[src/rtl/mem_arbiter.sv]
`default_nettype none
`timescale 1ns/1ps
// ============================================================================
// Module      : mem_arbiter
// Description : Shares the single cacheline memory path (cacheline adaptor)
//               between icache and dcache. One transaction is in flight at a
//               time, and the adaptor response is steered back to the cache
//               that owns it. By default dcache has fixed priority over
//               icache. Defining MEM_ARB_RR_EN selects round-robin
//               arbitration when both caches request at once.
// Revision    : 1.0 - initial release
// ============================================================================
module mem_arbiter #(
  parameter int LINE_W = 256,
  parameter int ADDR_W = 32
) (
  input  logic              clk,
  input  logic              reset,
  // icache side
  input  logic              i_read,
  input  logic [ADDR_W-1:0] i_addr,
  output logic [LINE_W-1:0] i_rdata,
  output logic              i_resp,
  // dcache side
  input  logic              d_read,
  input  logic              d_write,
  input  logic [ADDR_W-1:0] d_addr,
  input  logic [LINE_W-1:0] d_wdata,
  output logic [LINE_W-1:0] d_rdata,
  output logic              d_resp,
  // cacheline adaptor side
  output logic              ca_read,
  output logic              ca_write,
  output logic [ADDR_W-1:0] ca_addr,
  output logic [LINE_W-1:0] ca_wdata,
  input  logic [LINE_W-1:0] ca_rdata,
  input  logic              ca_resp,
  output logic              busy
);

  typedef enum logic [1:0] {
    IDLE    = 2'd0,
    SERVE_I = 2'd1,
    SERVE_D = 2'd2,
    DONE    = 2'd3
  } state_t;

  state_t              state_q;
  logic                ca_read_q;
  logic                ca_write_q;
  logic [ADDR_W-1:0]   ca_addr_q;
  logic [LINE_W-1:0]   ca_wdata_q;
  logic                d_req;
  logic                pick_d;

`ifdef MEM_ARB_RR_EN
  // Side granted most recently: 0 = icache, 1 = dcache
  logic                last_grant_q;
`endif

  assign d_req = d_read | d_write;

  // Choose dcache when it requests, subject to the contention policy
  always_comb begin
    pick_d = d_req;
`ifdef MEM_ARB_RR_EN
    if (d_req && i_read) begin
      pick_d = ~last_grant_q;
    end
`endif
  end

  // Transaction FSM: grant, hold the latched request until ca_resp, one dead cycle
  always_ff @(posedge clk) begin
    if (reset) begin
      state_q      <= IDLE;
      ca_read_q    <= 1'b0;
      ca_write_q   <= 1'b0;
      ca_addr_q    <= '0;
      ca_wdata_q   <= '0;
`ifdef MEM_ARB_RR_EN
      last_grant_q <= 1'b0;
`endif
    end else begin
      case (state_q)
        IDLE: begin
          if (pick_d) begin
            // Write wins if a cache raises read and write together
            state_q      <= SERVE_D;
            ca_write_q   <= d_write;
            ca_read_q    <= ~d_write;
            ca_addr_q    <= d_addr;
            ca_wdata_q   <= d_wdata;
`ifdef MEM_ARB_RR_EN
            last_grant_q <= 1'b1;
`endif
          end else if (i_read) begin
            // icache only ever fills
            state_q      <= SERVE_I;
            ca_read_q    <= 1'b1;
            ca_write_q   <= 1'b0;
            ca_addr_q    <= i_addr;
            ca_wdata_q   <= '0;
`ifdef MEM_ARB_RR_EN
            last_grant_q <= 1'b0;
`endif
          end
        end
        SERVE_I, SERVE_D: begin
          if (ca_resp) begin
            state_q    <= DONE;
            ca_read_q  <= 1'b0;
            ca_write_q <= 1'b0;
          end
        end
        DONE: begin
          // Requests are not sampled here so the owner can drop its request
          state_q <= IDLE;
        end
        default: begin
          state_q <= IDLE;
        end
      endcase
    end
  end

  assign ca_read  = ca_read_q;
  assign ca_write = ca_write_q;
  assign ca_addr  = ca_addr_q;
  assign ca_wdata = ca_wdata_q;

  // Completion goes only to the owner, in the same cycle as ca_resp
  assign i_resp  = (state_q == SERVE_I) & ca_resp;
  assign d_resp  = (state_q == SERVE_D) & ca_resp;
  assign i_rdata = ca_rdata;
  assign d_rdata = ca_rdata;
  assign busy    = (state_q != IDLE);

endmodule
`default_nettype wire
[config.mk]
export PLATFORM = sky130hd
export DESIGN_NAME = mem_arbiter
export DESIGN_NICKNAME = d
export VERILOG_FILES = /design/src/rtl/mem_arbiter.sv
export SDC_FILE = /design/constraint.sdc
export NUM_CORES = 1
export LEC_CHECK = 0
export ABC_CLOCK_PERIOD_IN_PS = 2900
export CELL_PAD_IN_SITES_DETAIL_PLACEMENT = 1
export CELL_PAD_IN_SITES_GLOBAL_PLACEMENT = 1
export CORE_AREA = 4 4 535 537
export CTS_CLUSTER_SIZE = 12
export DETAILED_ROUTE_END_ITERATION = 10
export DIE_AREA = 0 0 539 541
export PLACE_DENSITY_LB_ADDON = 0.1
export SYNTH_ARGS = -nofsm -noshare
export SYNTH_HDL_FRONTEND = slang
export SYNTH_SLANG_ARGS = --single-unit
[constraint.sdc]
create_clock -name clk -period 2.9 [get_ports clk]
set_clock_uncertainty 0.2 [all_clocks]
set_input_delay 0.58 -clock clk [delete_from_list [all_inputs] [get_ports clk]]
set_output_delay 0.58 -clock clk [all_outputs]
set_load 0.005 [all_outputs]
==> flow_summary.rst <==
Run summary
-----------

.. list-table::
   :header-rows: 1

   * - Metric
     - Value
   * - Net switching component of the power
     - 5.89 mW
   * - Post-synth top area cell
     - sky130_fd_sc_hd__dfxtp_1
   * - Post-route insts no fill
     - 5,192
   * - Beginning of the worst register-to-register path
     - state_q[1]
   * - Async SR Flop Fraction
     - 0%
   * - Crit path to
     - d_resp
   * - Classification of the worst-slack hold path
     - reg -> reg
   * - Sequential-to-total area share from yosys stat
     - 43.6%
   * - Number of DRC violations after detailed-routing iteration 0
     - 363
   * - Setup repair after global routing missed its margin
     - no
   * - Sequential group power
     - 5.69 mW
   * - CTS clock-pin slew for the worst setup and hold paths
     - 0.05 ns
   * - Maximum clock frequency
     - 0.370 GHz
   * - Tally of unique sky130hd cells used after synthesis
     - 27
   * - Post-synthesis cell type with the largest instance count
     - sky130_fd_sc_hd__buf_4
   * - Shortest clock period the worst path allows after layout
     - 2.70 ns
   * - Global-route total usage across every layer
     - 6.26%
   * - Total clock buffers created by CTS
     - 48
   * - Cells in synth_stat.txt
     - 1,297
   * - Main power-consuming group
     - combinational logic
   * - Share of the clock period used by the worst path
     - 93.2%
   * - Area of the mapped netlist
     - 0.0134 mm²
   * - Placed cell areas
     - 0.0203 mm²
   * - Sequential Power Share
     - 31.9%
   * - Vias per inst
     - 1.95
   * - Areal power density over the cells
     - 815 mW/mm²
   * - FF+latch count, synth
     - 292
   * - CP delay by family, top
     - buffers and inverters
   * - Worst hold slack
     - 0.267 ns
   * - Critical path endpoint category
     - primary output
   * - Total number of warnings across the stage logs
     - 29
   * - Count of endpoints failing setup in the final report
     - 0
   * - Detail-routed net length per standard cell
     - 18.3 µm
   * - Worst-path cell with the longest stage delay
     - sky130_fd_sc_hd__clkdlybuf4s50_1
   * - Most used DFF post-synth
     - sky130_fd_sc_hd__dfxtp_1
   * - Yosys stat area
     - 0.0134 mm²
   * - Instance count on the critical path
     - 4
   * - Buffering stage count on the worst path with inverters included
     - 2
   * - Worst endpoint data arrival time
     - 1.92 ns
   * - Routed WL
     - 95,000 µm
   * - Fa+ha+maj area frac
     - 0.373%
   * - Category of the critical setup timing path
     - reg -> out
   * - Synthesized net count
     - 1,883
   * - CTS sink count
     - 292
   * - Worst setup slack after placement
     - 0.290 ns
   * - Cell leakage power
     - 6.83 nW
   * - Number of pins exceeding their max-slew limit in the final report
     - 0
   * - Post-synth EDFFs
     - 0
   * - Slew at the pin closest to its max-slew limit
     - 0.612 ns
   * - Max stage delay on crit path
     - 0.50 ns
   * - Sum of net half-perimeters after detailed placement
     - 77,600 µm
   * - Max FO, Critical Path
     - 3
   * - Vias in the first global route
     - 11,000
   * - Main logic family
     - buffers and inverters
   * - Startpoint type of the worst setup path
     - register
   * - Aoi share
     - 20.6%
   * - Setup slack after layout
     - 0.196 ns
   * - Core Region
     - 0.282 mm²
   * - Hold Buf Count CTS
     - 0
   * - Ranking of synthesized cells by instance count
     - 514 x sky130_fd_sc_hd__buf_4, 292 x sky130_fd_sc_hd__dfxtp_1, 256 x sky130_fd_sc_hd__a22o_1
   * - Rows
     - 195
   * - Critical path required time
     - 2.12 ns
   * - Number of buffers on the longest clock path
     - 3
   * - Synthesized instance count
     - 1,297
   * - Antenna-violating nets left
     - 0
   * - Port-buffer cells
     - 618
   * - Fin util
     - 7.78%
   * - Mean instance size in the synthesized netlist
     - 10.3 µm²
   * - Outcome
     - finished, final reports clean
   * - Final design area excluding fillers
     - 0.0219 mm²
   * - Final Net Count
     - 1,987
   * - P&R area growth vs syn
     - 63.3%
   * - Number of cell instances on the worst register-to-register path
     - 7
   * - TritonCTS clock tree
     - built
   * - Proportion of total power due to net switching
     - 33.0%
   * - Leading post-synthesis cells by cell area
     - sky130_fd_sc_hd__dfxtp_1 44%, sky130_fd_sc_hd__buf_4 29%, sky130_fd_sc_hd__a22o_1 17%, sky130_fd_sc_hd__buf_6 2.3%, sky130_fd_sc_hd__a311oi_1 2.1%
   * - Source of the critical timing path
     - state_q[0]
   * - Top cell excl fill/tap
     - sky130_fd_sc_hd__clkdlybuf4s50_1
   * - Number of placed instances with taps included
     - 5,094
   * - Yosys simple share
     - 2.59%
   * - Initial antenna violation count
     - 72
   * - Grt total ovfl
     - 0
   * - Maximum capacitance violations
     - 0
   * - Pin count of the biggest net entering global routing
     - 65
   * - XOR-XNOR Cells, Area Fraction
     - 0%
   * - Worst max-slew margin expressed relative to the limit
     - 59.2%
   * - Worst reg2reg path endpoint
     - ca_wdata[10]
   * - Total number of yosys warnings
     - 0
   * - Clock H-tree levels
     - 2
   * - Count of endpoints failing hold in the final timing report
     - 0
   * - Critical path cell sequence
     - inv_1 > ha_2 > and2_1 > clkdlybuf4s50_1
   * - Placer Congestion
     - 0.676
   * - Power in the clock group
     - 6.08 mW
   * - Ratio of cells with drive above 1 in the final layout
     - 7.45%
   * - Reg-to-reg slack, setup
     - 0.71 ns
   * - Overall via count from detail_route
     - 10,100
   * - Worst min-delay path startpoint
     - ca_wdata[22]
   * - Total power consumption of the routed design
     - 17.8 mW
   * - Total Neg Setup Slack
     - 0 ns
   * - Mux share of post-synthesis cell area
     - 0.0746%
   * - Worst Hold Path Cells
     - 1
   * - Power of the combinational group
     - 6.08 mW
   * - Die ar.
     - 0.292 mm²
   * - P_int
     - 12.0 mW
   * - Wire length of the first global-routing pass
     - 122,000 µm
[cell type report]
cell class              instances  area, µm²
well taps                    3743       4680
flip-flops and latches        292       5850
clock inverters                 9        161
repair buffers                644       6550
multi-input cells             412       3180
clock buffers                  76       1440
inverters                       3       11.3
diodes                         13       32.5
fillers                     33100     260000
[sequential cells by signal, summed over array words and instances, names as in the netlist]
name	flops
ca_wdata	256
ca_addr	32
ca_write	1
state_q	2
ca_read	1
[metal layers]
layer  share of wire, %  global-route usage, %
met1                 39                   6.93
met2                 41                   9.12
met3                 16                   4.69
met4                3.5                   2.23
met5               0.32                      0
[what timing repair did]
action,4_1_cts,5_1_grt
setup endpoints to repair,2,0
setup buffers,0,0
gates resized,4,0
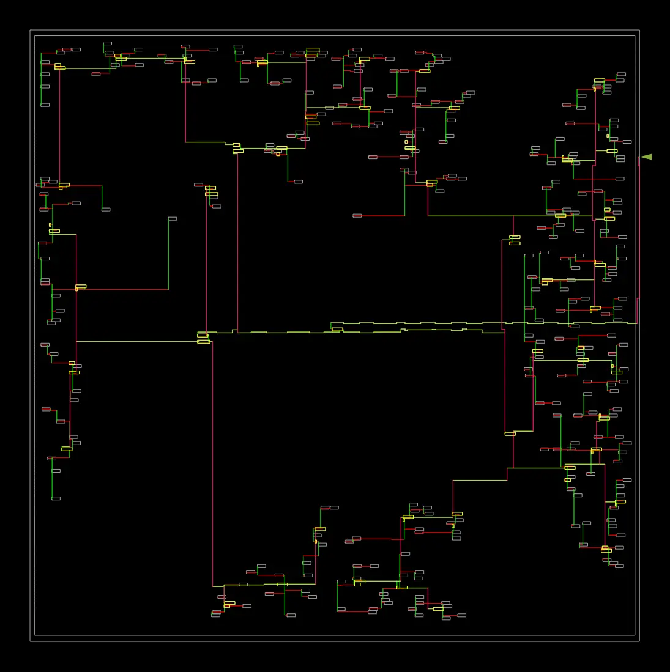
(clock wiring as the flow saved it)
clk_lat worst skew: 0.66 ns
number of clock buffer instances in the layout: 76
FF+latch count: 292

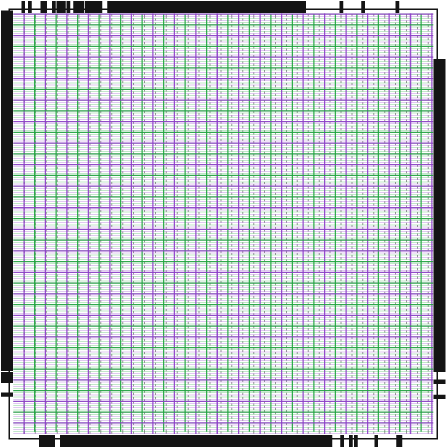
(PDN straps and rails)
Pins as bars on the die edge. Tap cells in grey.
legend:
  purple:
    net: VSS
  green:
    net: VDD
met5 straps: 39
met4 straps: 39
Die Width: 539 µm
peak supply drop: 0.417 mV

Power is estimated from default activity; no workload was simulated.
